**src/rtl/run_det_pkg.sv**
```systemverilog
// Shared types and helpers for the run-length detector.
// State encoding and run-counter width derivation.
package run_det_pkg;

   typedef enum logic [1:0] {
      S_IDLE   = 2'd0,
      S_COUNT  = 2'd1,
      S_DETECT = 2'd2
   } state_t;

   // Bits needed to hold 0..run_len inclusive.
   function automatic int run_cnt_width(input int run_len);
      return $clog2(run_len + 1);
   endfunction

endpackage

```
**src/rtl/run_sat_counter.sv**
```systemverilog
// Generic saturating up-counter with sync reset, clear and increment.
// clr together with inc loads 1, so a run can restart on the same sample.
module run_sat_counter #(
   parameter int           W   = 8,
   parameter logic [W-1:0] MAX = '1
) (
   input  logic         clk,
   input  logic         rst,
   input  logic         clr,
   input  logic         inc,
   output logic [W-1:0] q
);

   logic [W-1:0] q_q;
   logic [W-1:0] q_d;

   always_comb begin
      q_d = q_q;
      if (clr) begin
         q_d = inc ? W'(1) : '0;
      end else if (inc && (q_q != MAX)) begin
         q_d = q_q + W'(1);
      end
   end

   always_ff @(posedge clk) begin
      if (rst) begin
         q_q <= '0;
      end else begin
         q_q <= q_d;
      end
   end

   assign q = q_q;

endmodule

```
**src/rtl/run_detector.sv**
```systemverilog
// Run-length detector: z rises once RUN_LEN consecutive enabled samples of w equal match.
// Optional saturating detection counter on port hits when RUN_DET_HITS_EN is defined.
//
// state    | meaning
// S_IDLE   | no current run (run_cnt = 0)
// S_COUNT  | run in progress (0 < run_cnt < RUN_LEN)
// S_DETECT | run complete (run_cnt = RUN_LEN), z high
module run_detector
   import run_det_pkg::*;
#(
   parameter  int RUN_LEN = 2,
   parameter  int HIT_W   = 8,
   localparam int CNT_W   = run_cnt_width(RUN_LEN)
) (
   input  logic             clk,
   input  logic             reset,
   input  logic             en,
   input  logic             w,
   input  logic             match,
   input  logic             restart,
   output logic             z,
   output logic             z_pulse,
`ifdef RUN_DET_HITS_EN
   output logic [HIT_W-1:0] hits,
`endif
   output logic [CNT_W-1:0] run_cnt
);

   localparam logic [CNT_W-1:0] LEN_C   = CNT_W'(RUN_LEN);
   localparam logic [CNT_W-1:0] LAST_C  = CNT_W'(RUN_LEN - 1);
   localparam bit               LEN_ONE = (RUN_LEN == 1);

   if (RUN_LEN < 1) begin : g_bad_run_len
      $error("run_detector: RUN_LEN must be at least 1");
   end
   if (HIT_W < 1) begin : g_bad_hit_w
      $error("run_detector: HIT_W must be at least 1");
   end

   state_t state_q, state_d;
   logic   z_pulse_q, z_pulse_d;
   logic   cnt_clr, cnt_inc;
   logic   hit;

   assign hit = (w == match);

   always_comb begin
      state_d   = state_q;
      z_pulse_d = 1'b0;
      cnt_clr   = 1'b0;
      cnt_inc   = 1'b0;
      if (en) begin
         if (!hit) begin
            state_d = S_IDLE;
            cnt_clr = 1'b1;
         end else begin
            cnt_inc = 1'b1;
            case (state_q)
               S_DETECT: begin
                  // Non-overlapping mode: this hit becomes the first of a new run.
                  if (restart) begin
                     cnt_clr = 1'b1;
                     if (LEN_ONE) begin
                        state_d   = S_DETECT;
                        z_pulse_d = 1'b1;
                     end else begin
                        state_d = S_COUNT;
                     end
                  end
               end
               default: begin
                  if (run_cnt == LAST_C) begin
                     state_d   = S_DETECT;
                     z_pulse_d = 1'b1;
                  end else begin
                     state_d = S_COUNT;
                  end
               end
            endcase
         end
      end
   end

   always_ff @(posedge clk) begin
      if (reset) begin
         state_q   <= S_IDLE;
         z_pulse_q <= 1'b0;
      end else begin
         state_q   <= state_d;
         z_pulse_q <= z_pulse_d;
      end
   end

   run_sat_counter #(
      .W   (CNT_W),
      .MAX (LEN_C)
   ) u_run_cnt (
      .clk (clk),
      .rst (reset),
      .clr (cnt_clr),
      .inc (cnt_inc),
      .q   (run_cnt)
   );

`ifdef RUN_DET_HITS_EN
   run_sat_counter #(
      .W (HIT_W)
   ) u_hits (
      .clk (clk),
      .rst (reset),
      .clr (1'b0),
      .inc (z_pulse_d),
      .q   (hits)
   );
`endif

   assign z       = (state_q == S_DETECT);
   assign z_pulse = z_pulse_q;

endmodule

```
**config.mk**
```make
export PLATFORM = sky130hd
export DESIGN_NAME = run_detector
export DESIGN_NICKNAME = d
export VERILOG_FILES = /design/src/rtl/run_det_pkg.sv /design/src/rtl/run_sat_counter.sv /design/src/rtl/run_detector.sv
export SDC_FILE = /design/constraint.sdc
export NUM_CORES = 1
export LEC_CHECK = 0
export CORE_AREA = 3 3 40 42
export CTS_CLUSTER_SIZE = 16
export DETAILED_ROUTE_END_ITERATION = 12
export DIE_AREA = 0 0 43 45
export GPL_ROUTABILITY_DRIVEN = 0
export PLACE_DENSITY = 0.51
export SYNTH_ARGS = -nofsm -noshare
export SYNTH_HDL_FRONTEND = slang
export SYNTH_SLANG_ARGS = --single-unit
```
**constraint.sdc**
```tcl
create_clock -name clk -period 2.7 [get_ports clk]
set_clock_uncertainty 0.2 [all_clocks]
set_input_delay 0.54 -clock clk [delete_from_list [all_inputs] [get_ports clk]]
set_output_delay 0.54 -clock clk [all_outputs]
set_load 0.01 [all_outputs]
```
Fig. 1: run 1, wires at chosen ports, followed through buffers
(12 px per µm)
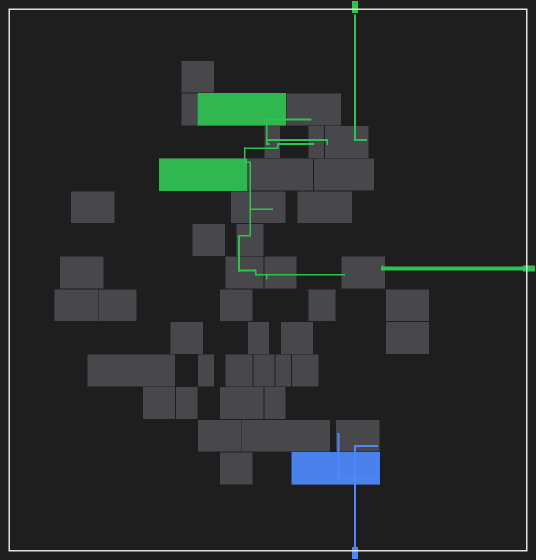
color	port	bits	direction	end cells	buffers	wire
green	run_cnt	2	output	2	2	63.9 µm
blue	z_pulse	1	output	1	1	17.1 µm
I/O pin total: 10
number of I/O port buffers: 9

Fig. 2: run 1, the clock network
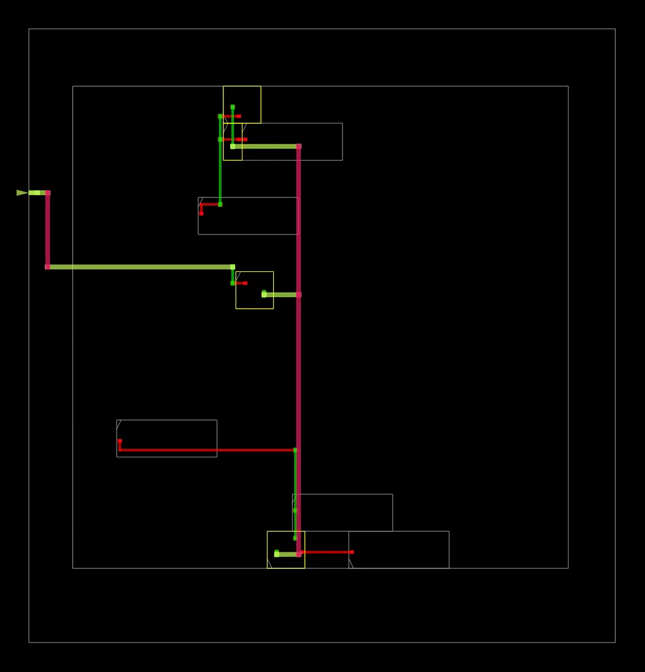
clk_buf instances: 4
number of CTS-inserted buffers: 3
clk sink count: 5

Fig. 3: run 1, sizing map
(8 px per µm)
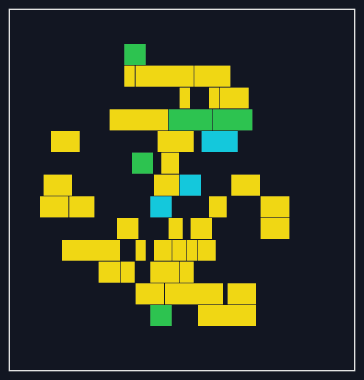
color	size	cells
yellow	_0 and _1 cells	35
green	_3 and _4 cells	5
cyan	_2 cells	3
minimum setup slack in the final design: 490 ps
P&R area growth vs syn: 40.9%
bufs w/o clock: 9
Final Cell Area: 427 µm²

Fig. 4: run 1, gate families picked out
(8 px per µm)
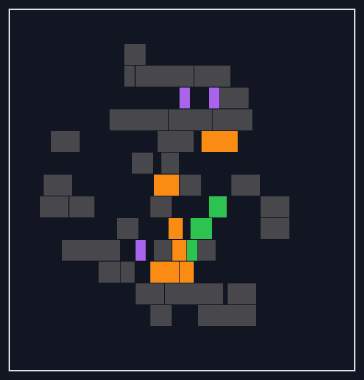
color	family	cells
purple	inverters	3
green	NAND gates	3
orange	inverting AOI/OAI gates	6
most common cell after layout, fill and taps aside: clkdlybuf4s50_1
proportion of cell area occupied by multi-input gates: 0.422
non-filler cells, final: 58

## run 1: final cells by class
cell class / instances / area (µm²)
Clock buffer: 4 / 26.3
Fill cell: 133 / 858
Inverter: 3 / 11.3
Multi-Input combinational cell: 22 / 180
Sequential cell: 5 / 100
Tap cell: 15 / 18.8
Timing Repair Buffer: 9 / 90.1
## run 1: per-stage QoR
step           hold slack [ps]  std cells  utilization
6_report                   358         58        0.332
5_1_grt                    395         58        0.332
4_1_cts                    354         58        0.332
3_5_place_dp               346         54        0.312
3_3_place_gp               326         54        0.312
2_1_floorplan              304         31            -
## run 1: flip-flops by register name, summed over array words and instances, names as in the netlist
| name | count |
|---|---|
| z_pulse | 1 |
| u_run_cnt.q | 2 |
| state_q | 2 |
==> results.cfg, run 1 <==
; flow metrics
[run_status]
outcome = complete, no violations

[grt]
global_route.usage.met2 = 0.135
m3_gr_usage = 0.0319

[synth]
synthDominantCellAreaShare = 0.331
yosys_cells = 31
synth_compound_gate_area_share = 0.178
number_of_enable_type_register_cells_in_the_synthesized_netlist = 0
synthXorXnorAreaFrac = 0.0289

[critical_path]
worstPathRequired_ps = 1960
criticalPathCategory = flop to output pin
worst-path-buf-inv = 1
crit_path_cell_trace = nor2b_1, clkdlybuf4s50_1

[power_and_ir_drop]
power_switching_w = 0.0000579
power-per-cell-area_nw_per_um2 = 514
report.power.total_w = 0.000219

[clocking]
cts-root-buf = clkbuf_4

[sta]
setup_viol = 0
worstMarginPinSlew_ps = 321

[placed_design]
place_hpwl_um = 513
placement.cell_area_um2 = 400

[detailed_routing]
drt-initial-drc-count = 2

[finish]
commonest_cells_after_routing_fill_and_taps_aside = clkdlybuf4s50_1 (9), dfxtp_1 (5), inv_1 (3), clkbuf_4 (3)
==> run 2, diff against run 1 <==
- clock period: 2.7 -> 2.2 ns (I/O delays scaled with it)
Fig. 5: run 2, the clock network
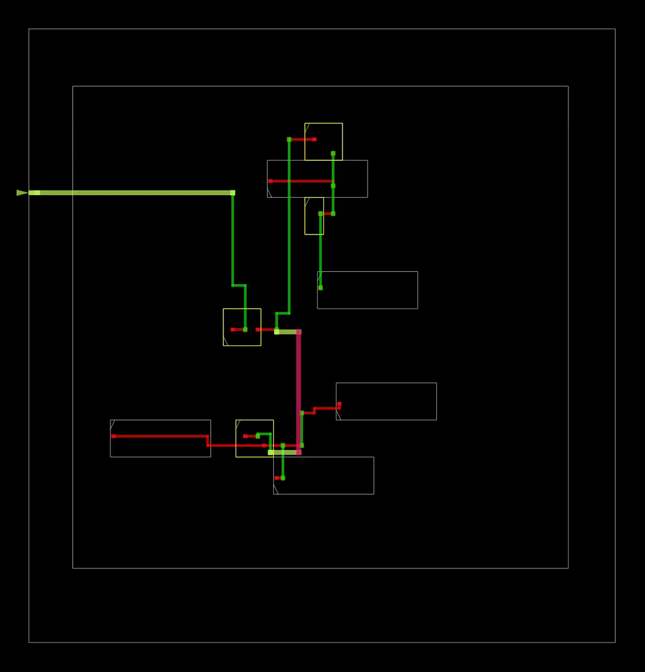
clock latency of the later-clocked register in the worst-skew pair: 250 ps
number of sequential storage elements: 5
power dissipated in the clock network: 0.000109 W

==> run 2 against run 1 <==
Compared with the run above:
- area after synthesis did not move
- highest routed layer unchanged
- sequential power rose by about 20%
- largest cell class unchanged
- combinational power rose by 26%
- setup slack got worse by 370 ps
- critical path depth did not move
- critical endpoint unchanged
- die area did not move
- final cell count rose by 1.7%
==> results.cfg, run 2 <==
; flow metrics
[finish]
layout_top_cell_excl_fill_tap = clkdlybuf4s50_1
clock_buffer_and_inverter_area_fraction_after_layout = 0.0605
area.growth.synth_to_final_pct = 43.4
nMultiInputCombCells = 22
commonest_cells_after_routing_fill_and_taps_aside = clkdlybuf4s50_1 (9), dfxtp_1 (5), inv_1 (3), clkbuf_4 (3)
finalCoreUtilization = 0.338
area_share_nonclk_buffers = 0.225
comb_area_share = 0.415
inv_count = 3
seq_area_frac = 0.231
final_design_area_no_fill_um2 = 434
num-clock-buffers = 4
fill_cells = 144
final_cells = 59
layout.area.top_class = multi-input combinational cells
layout.non_clock_buffers = 10

[synth]
number_of_enable_type_register_cells_in_the_synthesized_netlist = 0
synthDominantCellAreaShare = 0.331

[critical_path]
criticalPathCategory = flop to output pin
worstPathRequired_ps = 1560
worst-path-buf-inv = 1
crit_path_cell_trace = nor2b_1, clkdlybuf4s50_1

[grt]
global_route.usage.met2 = 0.126
m3_gr_usage = 0.0359

[sta]
final.setup.worst_slack_ps = 121
worstMarginPinSlew_ps = 293
holdWs_ps = 358

[clocking]
cts-buffers-inserted = 3
cts-root-buf = clkbuf_4

[power_and_ir_drop]
power-per-cell-area_nw_per_um2 = 621
report.power.total_w = 0.000269
power_switching_w = 0.0000702

[placed_design]
placement.cell_area_um2 = 408
dp_cells = 55

[floorplanning]
tapcell.inserted = 15

[run_status]
outcome = complete, no violations
## run 2: logic make-up after synthesis
family	share of synthesized area
simple gates	0.256
mux	0.0496
fa+ha+maj	0.0826
compound gates	0.178
xor+xnor	0.0289
flops	0.331
buf+inv	0.0744
## run 2: worst min path at each step
| stage | depth (start not counted) | from | to | slack [ps] |
|---|---|---|---|---|
| 6_report | 2 | state_q[1] | state_q[1] | 360 |
| 5_1_grt | 2 | state_q[1] | state_q[1] | 390 |
| 4_1_cts | 2 | state_q[1] | state_q[1] | 370 |
| 3_5_place_dp | 2 | state_q[1] | state_q[1] | 360 |
| 3_3_place_gp | 2 | state_q[1] | state_q[1] | 320 |
| 2_1_floorplan | 2 | state_q[1] | state_q[1] | 300 |
Power figures rest on the tool's default switching activity, not on a simulated workload.
